File: config.mk
export PLATFORM = sky130hd
export DESIGN_NAME = tile_config_unit
export DESIGN_NICKNAME = d
export VERILOG_FILES = /design/src/rtl/tile_cfg_pkg.sv /design/src/rtl/tile_cfg_reg.sv /design/src/rtl/tile_config_unit.sv
export SDC_FILE = /design/constraint.sdc
export NUM_CORES = 1
export LEC_CHECK = 0
export ABC_AREA = 1
export CELL_PAD_IN_SITES_DETAIL_PLACEMENT = 1
export CELL_PAD_IN_SITES_GLOBAL_PLACEMENT = 1
export CORE_AREA = 5 5 156 98
export CTS_CLUSTER_SIZE = 12
export DETAILED_ROUTE_END_ITERATION = 10
export DIE_AREA = 0 0 161 103
export PLACE_DENSITY_LB_ADDON = 0.1
export SLEW_MARGIN = 20
export SYNTH_ARGS = -nofsm -noshare
export SYNTH_HDL_FRONTEND = slang
export SYNTH_SLANG_ARGS = --single-unit
File: constraint.sdc
create_clock -name clk -period 3.95 [get_ports clk]
set_input_delay 0.9875 -clock clk [delete_from_list [all_inputs] [get_ports clk]]
set_output_delay 0.9875 -clock clk [all_outputs]
set_load 0.1 [all_outputs]
File: src/rtl/tile_cfg_pkg.sv
`default_nettype none
// ============================================================================
// tile_cfg_pkg : shared address fields, state encodings and bus width
// Revision: 1.0
// ============================================================================
package tile_cfg_pkg;

   localparam int TILE_LSB = 0;
   localparam int MOD_LSB  = 16;
   localparam int MOD_MSB  = 31;
   localparam int DATA_W   = 32;

   typedef enum logic [1:0] {
      IDLE      = 2'd0,
      READ_RESP = 2'd1,
      SETTLE    = 2'd2
   } state_e;

endpackage
`default_nettype wire

File: src/rtl/tile_cfg_reg.sv
`default_nettype none
// ============================================================================
// tile_cfg_reg : one shadow/active configuration pair with its dirty bit
// Revision: 1.0
// ============================================================================
module tile_cfg_reg #(
   parameter int CFG_W = 8
) (
   input  logic             clk,
   input  logic             reset,
   input  logic             wr_en,
   input  logic [CFG_W-1:0] wr_data,
   input  logic             commit,
   output logic [CFG_W-1:0] shadow,
   output logic [CFG_W-1:0] active,
   output logic             dirty
);

   logic [CFG_W-1:0] shadow_q;
   logic [CFG_W-1:0] shadow_d;
   logic [CFG_W-1:0] active_q;
   logic             dirty_q;

   // The commit copy sees a write landing on the same edge.
   assign shadow_d = wr_en ? wr_data : shadow_q;

   always_ff @(posedge clk or posedge reset) begin
      if (reset) begin
         shadow_q <= '0;
         active_q <= '0;
         dirty_q  <= 1'b0;
      end else begin
         shadow_q <= shadow_d;
         if (commit) begin
            active_q <= shadow_d;
            dirty_q  <= 1'b0;
         end else if (wr_en) begin
            dirty_q  <= 1'b1;
         end
      end
   end

   assign shadow = shadow_q;
   assign active = active_q;
   assign dirty  = dirty_q;

endmodule
`default_nettype wire

File: src/rtl/tile_config_unit.sv
`default_nettype none
// ============================================================================
// tile_config_unit : PE tile config decoder, shadow/active bank, commit/settle
// Revision: 1.0
// ============================================================================
module tile_config_unit
   import tile_cfg_pkg::*;
#(
   parameter int NUM_MODS      = 4,
   parameter int MOD_BASE      = 16,
   parameter int CFG_W         = 8,
   parameter int SETTLE_CYCLES = 3,
   parameter int TILE_ID_W     = 16
) (
   input  logic                      clk,
   input  logic                      reset,
   input  logic [TILE_ID_W-1:0]      tile_id,
   input  logic                      config_valid,
   output logic                      config_ready,
   input  logic                      config_we,
   input  logic [31:0]               config_addr,
   input  logic [31:0]               config_data,
   input  logic                      config_commit,
   output logic                      config_rvalid,
   output logic [31:0]               config_rdata,
   output logic                      config_err,
   output logic [NUM_MODS-1:0]       cfg_dirty,
   output logic [NUM_MODS*CFG_W-1:0] cfg_active,
   output logic                      cfg_busy
);

   localparam int CNT_W = (SETTLE_CYCLES > 1) ? $clog2(SETTLE_CYCLES) : 1;
   localparam logic [CNT_W-1:0] SETTLE_LOAD = CNT_W'((SETTLE_CYCLES > 0) ? SETTLE_CYCLES - 1 : 0);

   state_e            state_q, state_d;
   logic [CNT_W-1:0]  cnt_q, cnt_d;
   logic              pending_q, pending_d;
   logic              rvalid_q, rvalid_d;
   logic [DATA_W-1:0] rdata_q, rdata_d;
   logic              err_q, err_d;

   logic [NUM_MODS-1:0] wr_en;
   logic                commit_now;
   logic [CFG_W-1:0]    shadow [NUM_MODS];
   logic [CFG_W-1:0]    rd_val;
   logic                tile_hit;
   logic [15:0]         mod_id;
   logic [15:0]         mod_off;
   logic                mod_ok;
   logic                accept;
   logic                w_unused_bits;

   assign w_unused_bits = ^{config_addr, config_data};

   assign tile_hit = (config_addr[TILE_LSB +: TILE_ID_W] == tile_id);
   assign mod_id   = config_addr[MOD_MSB:MOD_LSB];
   assign mod_off  = mod_id - 16'(MOD_BASE);
   assign mod_ok   = (mod_id >= 16'(MOD_BASE)) && (mod_off < 16'(NUM_MODS));
   assign accept   = config_valid & config_ready;

   always_comb begin
      state_d    = state_q;
      cnt_d      = cnt_q;
      pending_d  = pending_q;
      rvalid_d   = 1'b0;
      rdata_d    = '0;
      err_d      = 1'b0;
      wr_en      = '0;
      commit_now = 1'b0;
      rd_val     = '0;

      for (int i = 0; i < NUM_MODS; i++) begin
         if (mod_off == 16'(i)) rd_val = shadow[i];
      end

      case (state_q)
         IDLE: begin
            commit_now = config_commit | pending_q;
            pending_d  = 1'b0;
            if (accept && tile_hit) begin
               if (!mod_ok) begin
                  err_d = 1'b1;
               end else if (config_we) begin
                  for (int i = 0; i < NUM_MODS; i++) begin
                     wr_en[i] = (mod_off == 16'(i));
                  end
               end else begin
                  rvalid_d = 1'b1;
                  rdata_d  = DATA_W'(rd_val);
                  state_d  = READ_RESP;
               end
            end
            // A read that coincides with a commit still responds next cycle;
            // the settle window also covers the response slot.
            if (commit_now && (SETTLE_CYCLES > 0)) begin
               state_d = SETTLE;
               cnt_d   = SETTLE_LOAD;
            end
         end
         READ_RESP: begin
            state_d = IDLE;
            if (config_commit) pending_d = 1'b1;
         end
         SETTLE: begin
            if (config_commit) pending_d = 1'b1;
            if (cnt_q == '0) state_d = IDLE;
            else             cnt_d   = cnt_q - 1'b1;
         end
         default: state_d = IDLE;
      endcase
   end

   always_ff @(posedge clk or posedge reset) begin
      if (reset) begin
         state_q   <= IDLE;
         cnt_q     <= '0;
         pending_q <= 1'b0;
         rvalid_q  <= 1'b0;
         rdata_q   <= '0;
         err_q     <= 1'b0;
      end else begin
         state_q   <= state_d;
         cnt_q     <= cnt_d;
         pending_q <= pending_d;
         rvalid_q  <= rvalid_d;
         rdata_q   <= rdata_d;
         err_q     <= err_d;
      end
   end

   generate
      for (genvar k = 0; k < NUM_MODS; k++) begin : g_mod
         tile_cfg_reg #(
            .CFG_W (CFG_W)
         ) u_reg (
            .clk     (clk),
            .reset   (reset),
            .wr_en   (wr_en[k]),
            .wr_data (config_data[CFG_W-1:0]),
            .commit  (commit_now),
            .shadow  (shadow[k]),
            .active  (cfg_active[k*CFG_W +: CFG_W]),
            .dirty   (cfg_dirty[k])
         );
      end
   endgenerate

   assign config_ready  = (state_q == IDLE) & ~reset;
   assign cfg_busy      = (state_q == SETTLE);
   assign config_rvalid = rvalid_q;
   assign config_rdata  = rdata_q;
   assign config_err    = err_q;

endmodule
`default_nettype wire
### Metal layers overlaid, run 1

Drawn at 3 px/um.
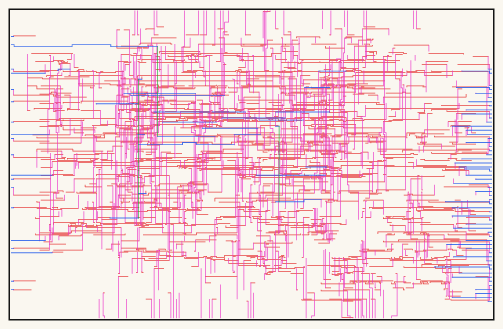
[magenta] M2 | wire length: 5610 um
[red] M1 | wire length: 6720 um
[green] M4 | wire length: 101 um
[blue] M3 | wire length: 821 um

### Where the registers sit, run 1

Drawn at 3 px/um. Other sequential cells in the stronger gray, the rest of the logic in the fainter gray.
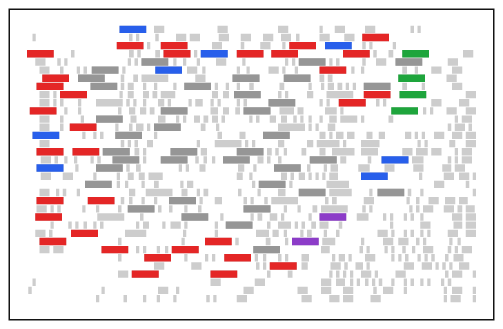
[purple] cnt_q | placed flops: 2
[green] g_mod.u_reg.dirty | placed flops: 4 | where: top right
[red] g_mod.u_reg.active | placed flops: 32 | where: widely spread
[blue] config_rdata | placed flops: 8
not colored: 37

### Clock routing, run 1

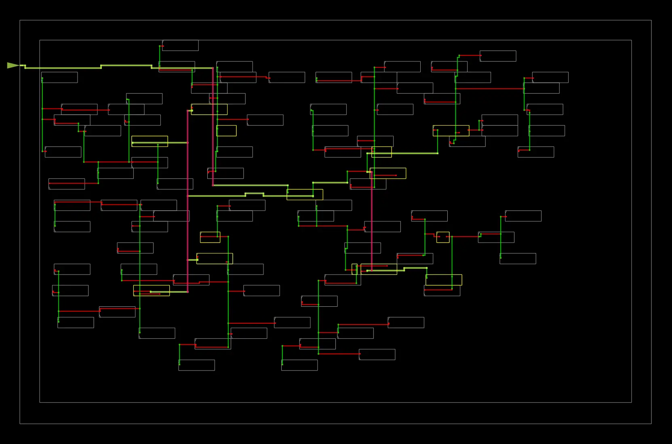
Seq cells: 83
Clock Power: 0.000796 W

==> CHANGELOG.md, run 1 <==
### Changed

- Non-clk invs: 44
- Final Max-Slew Violation Tally: 0
- First-pass GRT wire length: 21100 um
- Largest class: flip-flops and latches
- Clk_lat worst skew: 340 ps
- Non-CTS buffers: 118
- FF/Latch Area: roughly 0.0021 sq mm
- Mux area share: 0%
- Top cell excl fill/tap: nand2_1
- Worst slack at placement: 634 ps
- Sequential share of cell area: 36.5%
- Top sig layer: met4
- Status: finished clean
- GRT Resource Usage Total: 16.1%
- Skew final: around 8.5 ps
- Top-area cell share: roughly half
- RR Endpoint: g_mod[2].u_reg.active[3]
- Routed wl met3: 820 um
- Unrepaired setup endpoints after global routing: false
- Clock Tree Buf Depth: 2
- Post-synthesis cell area: 0.00427 sq mm
- Nets: 717
- Cells in synth_stat.txt: 526
- EDFF count, synth: 0
- Fraction of registers with async set/reset: 100%
- Final min period: 2960 ps
- CTS tree: built
- Area figure in the yosys stat output: around 0.0043 sq mm
- DRC viols: 0
- Comb/total area: between 30% and 40%
- Count of tool warnings: 51
- Largest cells by area: dfrtp_1 (49%), nand2_1 (20%), buf_4 (5.6%), nand4_1 (5.0%), inv_1 (3.6%)
- DP Area: 0.00541 sq mm
- Worst Min Path Start: g_mod[2].u_reg.active[7]
- Data arrival time of the critical path: approximately 3200 ps
- Rel. slew slack: roughly a third
- Post-synth seq share: 48.7%
- Post-synthesis average cell area: 8.12 sq um
- Fin area: about 0.0057 sq mm
- Initial antenna violation count: 0
- Worst-path clk slew: approximately 60 ps
- CP Capture Point: g_mod[1].u_reg.active[0]
-- run 1: critical path, stage by stage --
cell	delay (ps)
clkdlybuf4s50_1	400
or2_4	260
nor2_4	160
nand4_1	240
nor2_4	460
nand4_4	280
nand2_1	140
nand2_1	110
nand2_1	90
nand2_1	50
-- run 1: power groups by stage --
stage	Sequential, W	Combinational [W]	Clock [W]
after floorplan	0.000893	0.000415	0
after global placement	0.000894	0.000542	0
after global routing	0.000881	0.000612	0.000857
final	0.000880	0.000551	0.000796
after detailed placement	0.000895	0.000558	0
after CTS	0.000880	0.000561	0.000818
-- run 1: state kept, by name, indices dropped and copies added (netlist names) --
signal and count:
g_mod.u_reg.active 32, g_mod.u_reg.shadow 32, config_rdata 8, g_mod.u_reg.dirty 4
cnt_q 2, state_q 2, config_err 1, config_rvalid 1
pending_q 1
### Local utilization, run 1

Drawn at 2 px/um. 16 x 10 tiles, from white (low) to dark blue (high), 0 to 100% covered.
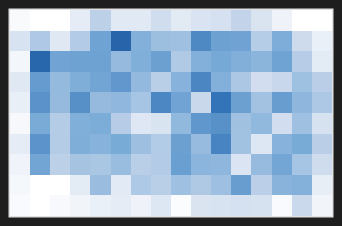

## Run 2: what changed since run 1
- clock period: 3.95 -> 3 ns (I/O delays scaled with it)
### Local utilization, run 2

Drawn at 2 px/um. 16 x 10 tiles, from white (low) to dark blue (high), 0 to 100% covered.
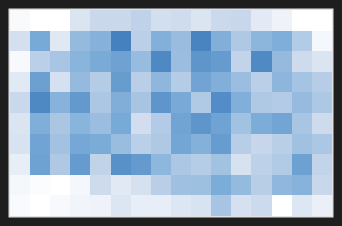
nearly empty tiles: 4.4%
mean over tiles: 33%
emptiest ninth of the die: bottom left

==> CHANGELOG.md, run 2 <==
### Changed

- CP Launch Point: tile_id[5]
- Worst path buffer plus inverter count: 2 (+1)
- Period utilisation layout: 84.6%
- FP Core Util: 30.6%
- Top cell excl fill/tap: nand2_1
- Comb/total area: 31.3% (+0.12 points)
- Post-synthesis cell area: 0.00427 sq mm (unchanged)
- Cells in synth_stat.txt: 526 (unchanged)
- Final min period: 2540 ps
- Clock Power: 0.00112 W (+41%)
- RR Endpoint: g_mod[3].u_reg.active[5]
- Status: finished clean
- Clock Tree Buf Depth: 2 (unchanged)
- Routed len/inst: roughly 16 um
- Die Wd: 161 um
- RD Place Congestion: 0.802
- Worst-path clk slew: 60 ps (about the same)
- Worst slack at placement: 66.4 ps (-567 ps)
- Final hold viol count: 0
- Die Area: 0.0166 sq mm
- Antenna cells: 0
- Most frequent CP cell: nand2_1
- Total combinational power: 0.000738 W (+34%)
- Final Max-Slew Violation Tally: 0 (unchanged)
- Yosys reg bits: 83
- ClkCell Share: 5.21%
- CP Capture Point: g_mod[3].u_reg.active[5]
- Rel. slew slack: 58.6% (+25 points)
- Mux area share: 0% (unchanged)
- Ys Warns: 0
- WHS Endpoint: g_mod[3].u_reg.active[1]
- Skew final: 5.46 ps (-3.07 ps)
- Slowest CP cell: clkdlybuf4s50_1
- Comb power frac: 24.5%
- CORE AREA: 0.0140 sq mm
- Fraction of registers with async set/reset: 100% (unchanged)
- CTS Buf Count: 9
- Post-synth seq share: 48.7% (unchanged)
- Slowest stage delay, CP: 500 ps (+40 ps)
- Clk_lat worst skew: 350 ps (about the same)
- EDFF count, synth: 0 (unchanged)
- Non-CTS buffers: 125 (+5.9%)
- CTS tree: built
- Top delay family on crit path: simple AND/OR/NAND/NOR gates
- Top power group: sequential cells
- Seq cells: 83 (unchanged)
- Critical Path Start Type: input pin
- Area figure in the yosys stat output: 0.00427 sq mm (unchanged)
- Yosys xor share: 1.03%
- FF/Latch Area: 0.00208 sq mm (unchanged)
- Seq. pwr: 0.00116 W (+32%)
- Largest cells by area: dfrtp_1 (49%), nand2_1 (20%), buf_4 (5.6%), nand4_1 (5.0%), inv_1 (3.6%)
- Most frequent cells after synthesis: nand2_1 (226), dfrtp_1 (83), inv_1 (41)
- Crit path depth: 14 (+4)
- Post-synth top area cell: dfrtp_1
- Top-area cell share: 48.7% (unchanged)
- Internal: about 0.002 W
- First-pass GRT wire length: 21400 um (+1.1%)
- H-tree depth: 3
- Count of tool warnings: 51 (unchanged)
- Nets: 724 (+0.98%)
- DRC viols: 0 (unchanged)
- Rows: 34
- Area Overhead vs Synth: 32.7%
- Initial antenna violation count: 0 (unchanged)
- Post-synthesis average cell area: 8.12 sq um (unchanged)
- Data arrival time of the critical path: 2770 ps (-420 ps)
- Unrepaired setup endpoints after global routing: false
- Non-clk invs: 44 (unchanged)
- Most frequent cells in the layout: nand2_1 (226), dfrtp_1 (83), buf_4 (62), clkdlybuf4s50_1 (60), inv_1 (40)
- Largest class: flip-flops and latches
- Worst Min Path Start: g_mod[3].u_reg.active[1]
- GRT Resource Usage Total: 16.3% (+0.17 points)
- Cell chain of the critical path: clkdlybuf4s50_1, inv_1, nand2_1, nand2_1, nor2_1, nand2_1, nor2_1, nand2_1, nor2_4, nand4_4, nand2_1, nand2_1, nand2_1, nand2_1
- Die height: 103 um
- Ys flop type: dfrtp_1
- Sequential share of cell area: 36.7% (+0.14 points)
### M4 wires, run 2

Drawn at 4 px/um. Supply wires on this layer in gray.
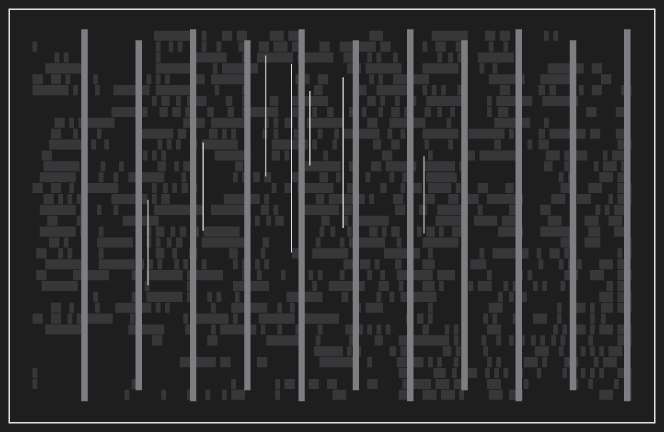
wire length on this layer: 195 um
main direction: vertical
longest straight run: 46.9 um
share of all routed wire: 1.5%

==> run 2: per-stage QoR <==
step	total power (W)	hold WS [ps]	cells	utilization [%]	area [sq um]
global placement	0.00191	466	805	38.5	5370
global route	0.00317	513	821	40.6	5660
finish	0.00301	483	821	40.6	5660
floorplan	0.00172	456	549	-	4360
CTS	0.00307	485	821	40.6	5660
detailed placement	0.00193	470	805	38.5	5370
==> run 2: metal layers <==
| layer | part of all wire [%] | global-route usage [%] | vias to the layer above |
|---|---|---|---|
| met3 | 5.8 | 4.19 | 16 |
| met2 | 41 | 24.7 | 114 |
| li1 | - | - | 1823 |
| met4 | 1.5 | 4.72 | 0 |
| met5 | 0 | 0 | - |
| met1 | 51 | 23.1 | 1818 |
### Metal layers overlaid, run 2

Drawn at 3 px/um.
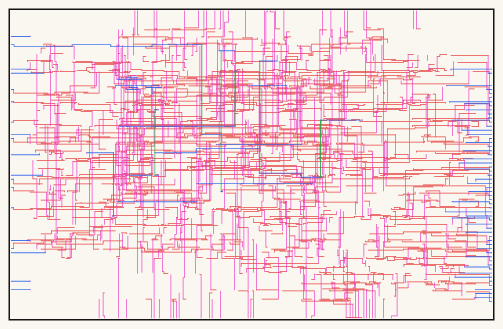

## Run 3: what changed since run 2
- clock period: 3 -> 2.6 ns (I/O delays scaled with it)
### Metal layers overlaid, run 3

Drawn at 3 px/um.
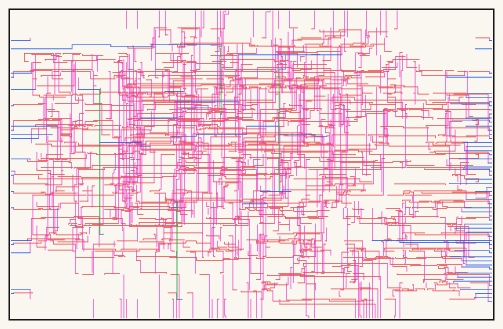
[magenta] M2 | wire length: 5860 um
[blue] M3 | wire length: 778 um
[green] M4 | wire length: 145 um
[red] M1 | wire length: 6700 um

### Local utilization, run 3

Drawn at 2 px/um. 16 x 10 tiles, from white (low) to dark blue (high), 0 to 100% covered.
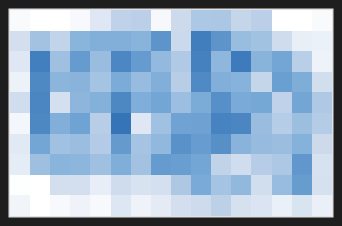
emptiest ninth of the die: bottom left
densest ninth of the die: middle
mean over tiles: 35%
nearly empty tiles: 4.4%

==> CHANGELOG.md, run 3 <==
### Changed

- Seq cells: 83 (unchanged)
- Most Crowded Layer GR: met2
- Non-clk invs: 44 (unchanged)
- Mux area share: 0% (unchanged)
- Routed len/inst: 16.0 um (+0.49%)
- Die height: 103 um (unchanged)
- Status: finished clean
- Clock Power: 0.00152 W (+36%)
- Count of tool warnings: 51 (unchanged)
- Post-synth top area cell: dfrtp_1
- Unrepaired setup endpoints after global routing: false
- Worst path buffer plus inverter count: 3 (+1)
- GR Layer Usage met3: 4.51% (+0.32 points)
- Initial antenna violation count: 0 (unchanged)
- Fraction of registers with async set/reset: 100% (unchanged)
- DRC viols: 0 (unchanged)
- Yosys xor share: 1.03% (unchanged)
- Routed wl met3: 777 um (+1.8%)
- EDFF count, synth: 0 (unchanged)
- Nets: 743 (+2.6%)
- Largest class: flip-flops and latches
- Post-synth seq share: 48.7% (unchanged)
- CORE AREA: 0.0140 sq mm (unchanged)
- Post-synthesis average cell area: 8.12 sq um (unchanged)
- Data arrival time of the critical path: 2590 ps (-180 ps)
- Top delay family on crit path: simple AND/OR/NAND/NOR gates
- Cells in synth_stat.txt: 526 (unchanged)
- Crit path depth: 12 (-2)
- Worst-path clk slew: 60 ps (about the same)
- Clock Tree Buf Depth: 2 (unchanged)
- Largest cells by area: dfrtp_1 (49%), nand2_1 (20%), buf_4 (5.6%), nand4_1 (5.0%), inv_1 (3.6%)
- Top-area cell share: 48.7% (unchanged)
- Total combinational power: 0.000895 W (+21%)
- Cell chain of the critical path: clkdlybuf4s50_1, xor2_1, nor3_1, buf_4, nand2_1, nor2_4, buf_4, nand4_4, nand2_1, nand2_1, nand2_1, nand2_1
- Ys Warns: 0 (unchanged)
- CTS Buf Count: 9 (unchanged)
- RD Place Congestion: 0.805 (+0.40%)
- CTS tree: built
- Most frequent CP cell: nand2_1
- Comb/total area: 29.8% (-1.5 points)
- Worst Min Path Start: g_mod[2].u_reg.active[7]
- FP Core Util: 30.6% (unchanged)
- Grt met1 use: 23.3% (+0.14 points)
- Rel. slew slack: 61.4% (+2.7 points)
- Non-Filler Instances: 840 (+2.3%)
- Non-CTS buffers: 144 (+15%)
- Die Area: 0.0166 sq mm (unchanged)
- Slowest CP cell: clkdlybuf4s50_1
- Clk_lat worst skew: 340 ps (about the same)
- Placed instance count: 824 (+2.4%)
- M1 WL: 6700 um (-0.24%)
- FF/Latch Area: 0.00208 sq mm (unchanged)
- Internal: 0.00256 W (+28%)
- First-pass GRT wire length: 22000 um (+2.8%)
- Skew final: 9.79 ps (+4.32 ps)
-- run 3: cell counts after synthesis --
Identical to the previous run, type by type.
-- run 3: stage by stage --
stage / instance area (sq um) / utilization (%) / hold WS (ps) / TNS [ps] / total power, W
6_report: 5960 / 42.7 / 483 / 0 / 0.00375
5_1_grt: 5960 / 42.7 / 515 / 0 / 0.00394
3_5_place_dp: 5610 / 40.2 / 468 / -2970 / 0.00227
4_1_cts: 5960 / 42.7 / 492 / 0 / 0.00381
2_1_floorplan: 4360 / - / 456 / 0 / 0.00199
3_3_place_gp: 5610 / 40.2 / 466 / -2700 / 0.00224
-- run 3: kinds of logic after synthesis --
kind of cell	count (synthesis)
buf+inv	93
xor+xnor	5
simple gates	314
flops	83
other cells	1
compound gates	27
fa+ha+maj	3
No activity file was given, so power comes from the tool's default toggle rates.
